Run 1, routed metal, one color a layer:
Bar = 20 um.
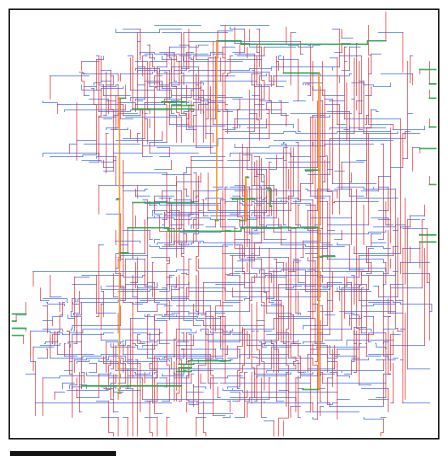
Run 1, the metal 4 layer:
Bar = 20 um.
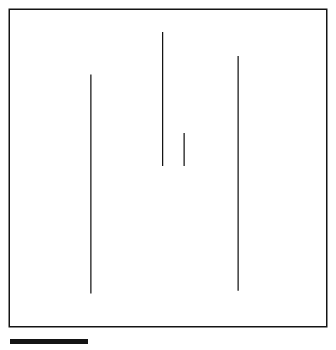
Run 1, cell outlines without signal wires:
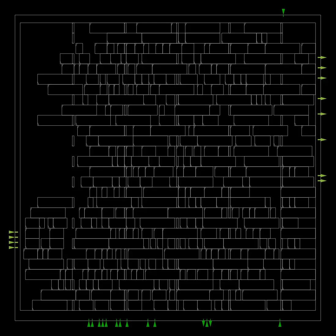
==> config.mk <==
export PLATFORM = sky130hd
export DESIGN_NAME = score_bcd_scan
export DESIGN_NICKNAME = d
export VERILOG_FILES = /design/src/rtl/score_bcd_scan.sv
export SDC_FILE = /design/constraint.sdc
export NUM_CORES = 1
export LEC_CHECK = 0
export CAP_MARGIN = 20
export CORE_UTILIZATION = 60
export CTS_BUF_LIST = sky130_fd_sc_hd__clkbuf_4 sky130_fd_sc_hd__clkbuf_8
export DETAILED_ROUTE_END_ITERATION = 10
export GPL_ROUTABILITY_DRIVEN = 0
export GPL_TIMING_DRIVEN = 0
export PLACE_DENSITY = 0.91
export SLEW_MARGIN = 25
export SYNTH_ARGS = -nofsm -noshare
export SYNTH_HDL_FRONTEND = slang
export SYNTH_SLANG_ARGS = --single-unit
export TNS_END_PERCENT = 5
==> constraint.sdc <==
create_clock -name clk -period 2.58 [get_ports clk]
set_input_delay 0.258 -clock clk [delete_from_list [all_inputs] [get_ports clk]]
set_output_delay 0.258 -clock clk [all_outputs]
set_load 0.005 [all_outputs]
==> impl_metrics.env, run 1 <==
# flow metrics
export IMPL_cts_hold_buffers=0
export IMPL_lay_top_cells="dfrtp_1 (76), o21ai_0 (32), nand2_1 (28)"
export IMPL_groute_layer_met2_usage=0.4176
export IMPL_yosys_area_share_aoi=0.1097
export IMPL_first_global_vias=2615
export IMPL_wl_met1_um=3447
export IMPL_drive_gt1_frac=0.1354
export IMPL_fin_ws_ps=659.6
export IMPL_port_buffer_count=26
export IMPL_p_comb_mw=1.36
export IMPL_ys_sh_adder=0.05018
export IMPL_vias_per_cell=5.850
export IMPL_root_buffer="clkbuf_8"
export IMPL_hpwl_um=5208
export IMPL_drcViolationCount=0
export IMPL_synth_area_sq_mm=0.003740
export IMPL_grt_use_met3=0.04831
export IMPL_syn_instance_count=341
export IMPL_final_nets=411
export IMPL_xor_area_frac=0.04450
export IMPL_top_layer_used="met4"
export IMPL_synth_stat_cells=341
export IMPL_period_minus_slack_ps=1920
export IMPL_largest_register_ffs=17
export IMPL_cts_tree="done"
export IMPL_synth_top_area_share=0.5085
export IMPL_power_frac_seq=0.449
export IMPL_stdcell_area_sq_mm=0.004332
export IMPL_synthArstFlopShare=1.000
export IMPL_area_leaders="dfrtp_1 (51%), ha_1 (5.0%), o21ai_0 (4.3%), mux2_2 (3.6%), xnor2_1 (3.5%)"
export IMPL_critical_path_class="reg -> out"
export IMPL_path_clk_slew_ps=90
export IMPL_yosysMostFrequentCell="dfrtp_1"
export IMPL_fillers=408
export IMPL_logic_gates=225
export IMPL_cts_resized_gates=0
export IMPL_hold_viol_final=0
export IMPL_num_antenna_cells=0
export IMPL_edf_count=0
export IMPL_tightest_slew_ps=895.0
export IMPL_clockPowerShare=0.231
export IMPL_rsz0062_at_grt="no"
export IMPL_grt_max_degree=43
export IMPL_syn_avg_cell_area_sq_um=10.97
export IMPL_p_seq_mw=1.92
export IMPL_drv_slew=0
export IMPL_mi_logic_area_sq_mm=0.001584
export IMPL_cpLargestDelayFamily="flip-flops"
export IMPL_pwr_share_comb=0.319
export IMPL_firstDrtPassIters=4
export IMPL_yosysUniqueCellTypes=47
export IMPL_comb_area_frac=0.3657
export IMPL_common_cells="dfrtp_1 (76), o21ai_0 (32), nand2_1 (28)"
export IMPL_place_ws_ps=539.8
export IMPL_status="complete, no violations"
export IMPL_hold_ws_ps=266.1
export IMPL_grt_busiest_layer="met2"
Back to the opening pictures, 'routed metal, one color a layer':
[metal 4] orange | wire length: 158 um
[metal 2] red | wire length: 3,760 um
[metal 3] green | wire length: 190 um
[metal 1] blue | wire length: 3,450 um
DR WL/cell: 16.46 um
via count: 2,685
gr usage total: 0.2621

Back to the opening pictures, 'the metal 4 layer':
main direction: vertical
nets with wire on the layer: 3
longest straight run: 59.8 um
Post-Route WL: 7556 um

Back to the opening pictures, 'cell outlines without signal wires':
sequential cell area share: 0.4633
# rows: 28
well tap count: 75
Util after Layout: 0.7273
flop count: 80

==> inputs of run 2 (changes only) <==
--- a/config.mk
+++ b/config.mk
@@ -6,12 +6,12 @@
 export NUM_CORES = 1
 export LEC_CHECK = 0
 export CAP_MARGIN = 20
-export CORE_UTILIZATION = 60
+export CORE_UTILIZATION = 55
 export CTS_BUF_LIST = sky130_fd_sc_hd__clkbuf_4 sky130_fd_sc_hd__clkbuf_8
 export DETAILED_ROUTE_END_ITERATION = 10
 export GPL_ROUTABILITY_DRIVEN = 0
 export GPL_TIMING_DRIVEN = 0
-export PLACE_DENSITY = 0.91
+export PLACE_DENSITY = 0.88
 export SLEW_MARGIN = 25
 export SYNTH_ARGS = -nofsm -noshare
 export SYNTH_HDL_FRONTEND = slang
==> constraint.sdc (replaced) <==
create_clock -name clk -period 1.5 [get_ports clk]
set_input_delay 0.15 -clock clk [delete_from_list [all_inputs] [get_ports clk]]
set_output_delay 0.15 -clock clk [all_outputs]
set_load 0.005 [all_outputs]
==> impl_metrics.env, run 2 <==
# flow metrics
export IMPL_synth_area_sq_mm=0.003740
export IMPL_wl_met1_um=3528
export IMPL_largest_register_ffs=17
export IMPL_synth_top_area_share=0.5085
export IMPL_fin_ws_ps=-180.7
export IMPL_port_buffer_count=26
export IMPL_rows=29
export IMPL_status="finished, violations left"
export IMPL_cts_resized_gates=65
export IMPL_drv_slew=0
export IMPL_vias_per_cell=5.985
export IMPL_num_antenna_cells=0
export IMPL_critical_path_class="reg -> reg"
export IMPL_cts_tree="done"
export IMPL_cts_hold_buffers=0
export IMPL_violations="design-rule violations, negative setup slack"
export IMPL_cpLargestDelayFamily="simple AND/OR/NAND/NOR gates"
export IMPL_final_nets=423
export IMPL_syn_instance_count=341
export IMPL_p_seq_mw=3.34
export IMPL_grt_max_degree=34
export IMPL_drcViolationCount=2
export IMPL_pwr_share_comb=0.369
export IMPL_area_leaders="dfrtp_1 (51%), ha_1 (5.0%), o21ai_0 (4.3%), mux2_2 (3.6%), xnor2_1 (3.5%)"
export IMPL_top_layer_used="met4"
export IMPL_syn_avg_cell_area_sq_um=10.97
export IMPL_setup_viol=38
export IMPL_mi_logic_area_sq_mm=0.001767
export IMPL_grt_use_total=0.2480
export IMPL_yosysUniqueCellTypes=47
export IMPL_drive_gt1_frac=0.2778
export IMPL_root_buffer="clkbuf_8"
export IMPL_seq_cell_share=0.4332
export IMPL_fillers=413
export IMPL_p_comb_mw=2.87
export IMPL_first_global_vias=2851
export IMPL_fin_util=0.7187
export IMPL_synth_stat_cells=341
export IMPL_grt_use_met3=0.06195
export IMPL_firstDrtPassIters=8
export IMPL_tapCellCount=77
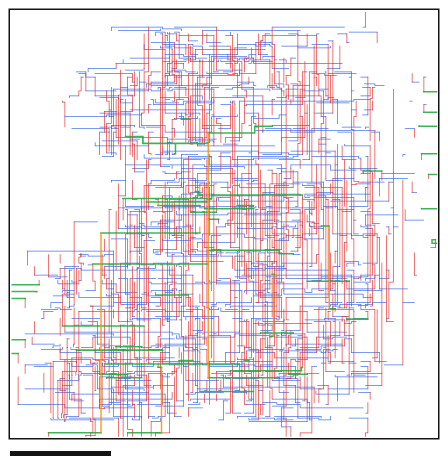
Run 2: routed metal, one color a layer
Bar = 20 um.
[metal 2] red | wire length: 4,270 um
[metal 1] blue | wire length: 3,530 um
[metal 3] green | wire length: 383 um
[metal 4] orange | wire length: 129 um
DR WL/cell: 17.58 um
Post-Route WL: 8314 um
via count: 2,831

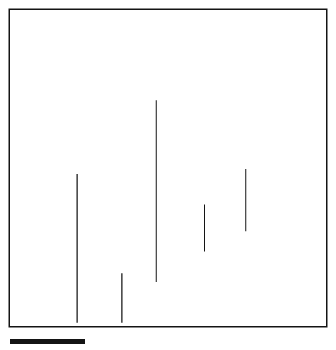
Run 2: the metal 4 layer
Bar = 20 um.
nets with wire on the layer: 5
main direction: vertical
share of all routed wire: 1.6%
wire length on this layer: 129 um

